`config.mk`:
```
export PLATFORM = sky130hd
export DESIGN_NAME = vrc_fifo
export DESIGN_NICKNAME = d
export VERILOG_FILES = /design/src/rtl/vrc_fifo.sv
export SDC_FILE = /design/constraint.sdc
export NUM_CORES = 1
export LEC_CHECK = 0
export CORE_MARGIN = 2
export CORE_UTILIZATION = 45
export CTS_CLUSTER_SIZE = 16
export DETAILED_ROUTE_END_ITERATION = 12
export HOLD_SLACK_MARGIN = 0.08
export SYNTH_ARGS = -nofsm -noshare
export SYNTH_HDL_FRONTEND = slang
export SYNTH_SLANG_ARGS = --single-unit
```
`constraint.sdc`:
```
create_clock -name clock -period 2.75 [get_ports clock]
set_input_delay 0.55 -clock clock [delete_from_list [all_inputs] [get_ports clock]]
set_output_delay 0.55 -clock clock [all_outputs]
set_load 0.05 [all_outputs]
```
`src/rtl/vrc_fifo.sv`:
```
// Synchronous FIFO holding queued expectation entries; extra pointer bit separates
// full from empty. DEPTH must be a power of 2, at least 2.
module vrc_fifo #(
  parameter int unsigned WIDTH = 8,
  parameter int unsigned DEPTH = 8
) (
  input  logic             clock,
  input  logic             reset,
  input  logic             flush,
  input  logic             push,
  input  logic             pop,
  input  logic [WIDTH-1:0] wdata,
  output logic [WIDTH-1:0] rdata,
  output logic             full,
  output logic             empty
);

  localparam int unsigned AW = $clog2(DEPTH);

  logic [WIDTH-1:0] mem [DEPTH];
  logic [AW:0]      wr_ptr_q;
  logic [AW:0]      rd_ptr_q;
  logic             do_push;
  logic             do_pop;

  assign empty   = (wr_ptr_q == rd_ptr_q);
  assign full    = (wr_ptr_q[AW] != rd_ptr_q[AW]) && (wr_ptr_q[AW-1:0] == rd_ptr_q[AW-1:0]);
  assign rdata   = mem[rd_ptr_q[AW-1:0]];
  assign do_push = push && !full && !flush;
  assign do_pop  = pop && !empty && !flush;

  always_ff @(posedge clock or negedge reset) begin
    if (!reset) begin
      wr_ptr_q <= '0;
      rd_ptr_q <= '0;
    end else if (flush) begin
      wr_ptr_q <= '0;
      rd_ptr_q <= '0;
    end else begin
      if (do_push) wr_ptr_q <= wr_ptr_q + (AW+1)'(1);
      if (do_pop)  rd_ptr_q <= rd_ptr_q + (AW+1)'(1);
    end
  end

  always_ff @(posedge clock) begin
    if (do_push) mem[wr_ptr_q[AW-1:0]] <= wdata;
  end

endmodule

```
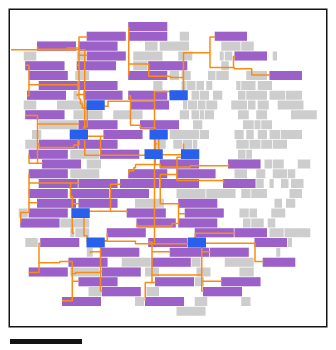
*Clock distribution*
The bar under the picture is 20 um long.
- blue: clock-net drivers (count 9)
- purple: flip-flops (count 72)
- orange: clock wires (length 786 um)
- routed clock nets: 10
- flops lie: spread over the die
Clock Power: 0.794 mW
clock share of power: 0.318
clk ins delay skew pair: 0.33 ns
skew final: 0.00998 ns

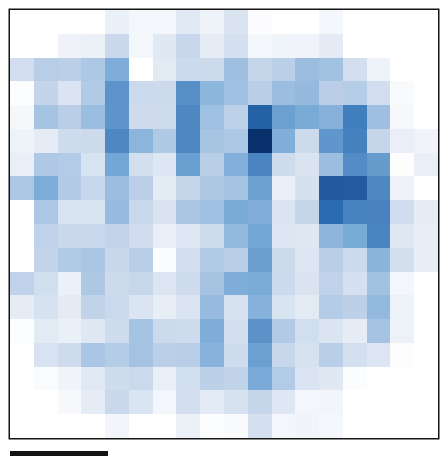
*Wiring heat map*
The bar under the picture is 20 um long. 18 x 18 tiles, from white (low) to dark blue (high), scaled to the fullest tile. Values are wire area over tile area, all layers added.
- fullest tile: 0.53
- nearly empty tiles: 18%
- tiles over half the peak: 9.0%
- emptiest ninth of the die: bottom right
WL final: 5980 um
vias: 1,683

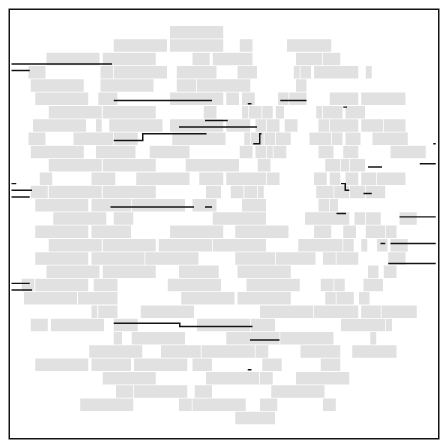
*Met3 routing*
- main direction: horizontal
- wire length on this layer: 198 um
- share of all routed wire: 3.3%
met3 Use GR: 0.0455

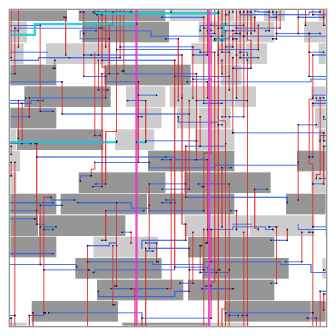
*Close-up of the layout*
Window x 24 to 64, y 24 to 64 um. Cells in gray, sequential cells in the stronger gray; small squares are vias.
- blue: M1
- magenta: M4
- cyan: M3
- red: M2
- most frequent: edfxtp_1 (23), buf_4 (6), mux4_2 (5)
- cells with their middle in the window: 53
- netlist names of flops here include: mem (23), rd_ptr_q (1)
- sequential cells in the window: 24

==> impl_metrics.csv <==
group,metric,value,unit
run_status,status,"completed",
floorplan,coreArea,6760,um^2
cts,cts_tree,"yes",
setup_path,setup.worst_path.end_class,"primary output",
cells_and_area,final_util,0.549,
setup_path,crit_chain,"buf_12 -> xor2_2 -> nor4_2 -> buf_12",
global_routing,gr-usage-all-layers,0.170,
timing,rsz0062_at_grt,"false",
cts,hold_buffers,0,
run,log.warning_count,26,
synthesis,netlist_area,3140,um^2
placement,io_buffer_count,22,
global_routing,grt_pass1_wl,9350,um
cells_and_area,nets,222,
timing,relSlewSlack,0.549,
detailed_routing,drt_iter0_drc,97,
cts,postCtsResizedCells,0,
synthesis,top_area_frac,0.612,
setup_path,worstReg2RegStart,"rd_ptr_q[0]",
setup_path,critPathLaunchType,"flop",
placement,place_area,3520,um^2
cells_and_area,fin_area,3710,um^2
global_routing,first_global_vias,1781,
floorplan,fp_util,0.465,
run,cap_viol_max_count,0,
setup_path,cp.arrival,2.05,ns
floorplan,chip_area,7660,um^2
timing,fin_setup_tns,0,ns
synthesis,synth_xor_xnor_area_share,0.0271,
setup_path,cp.depth,4,
synthesis,ys_area,3140,um^2
synthesis,synth_cell_type_count,36,
-- synth_stat cells, drive strengths merged (2+ instances only) --
master  count
xnor2       4
a41oi       2
mux2i       3
edfxtp     64
mux2       13
mux4       16
clkbuf      4
nand4       3
o41a        2
xor2        4
nand3b      2
buf         7
nor2        8
nand2b      4
nor3        2
nand2       2
nor4        6
ha          2
nor2b       6
dfrtp       8
-- worst reg2reg max path: stages (launching register included) --
cell	delay [ns]
dfrtp_1	0.40
buf_12	0.18
xor2_2	0.25
nor4_2	0.67
nor4_1	0.13
buf_4	0.22
-- report_power, final --
part / switching, mW / internal [mW]
registers: 0.0154 / 1.21
clock network: 0.374 / 0.420
logic: 0.263 / 0.212
total: 0.653 / 1.84
-- final cells by class --
cell class                 instances  area, um^2
multi-input combinational         88         961
tap                               80         100
timing repair buffer              36         338
clock inverter                     5        58.8
sequential                        72        2120
fill                             530        3050
clock buffer                      11         131
-- cell usage in the layout (no fill, tap or decap), drive strengths merged, types with 6 or more instances in the layout --
| cell | n |
|---|---|
| buf | 24 |
| clkbuf | 11 |
| clkdlybuf4s50 | 12 |
| dfrtp | 8 |
| edfxtp | 64 |
| mux2 | 13 |
| mux4 | 16 |
| nor2 | 8 |
| nor2b | 6 |
| nor4 | 6 |
-- per-layer routing --
metal	part of all wire	vias up	wire length, um	GRT usage
li1	-	758	-	-
met1	0.43	875	2560	0.211
met2	0.51	37	3060	0.275
met3	0.033	13	198	0.0455
met4	0.027	0	163	0.0839
met5	0	-	0	0
-- flip-flops by register name, indices dropped and copies added (netlist names) --
signal / cells
mem: 64
rd_ptr_q: 4
wr_ptr_q: 4
-- through the flow --
step	worst slack (ns)	hold WS, ns
final	0.146	0.515
after global routing	0.0678	0.519
after CTS	0.154	0.521
after detailed placement	0.413	0.681
after global placement	0.422	0.648
after floorplan	0.179	0.254
Power is estimated from default activity; no workload was simulated.
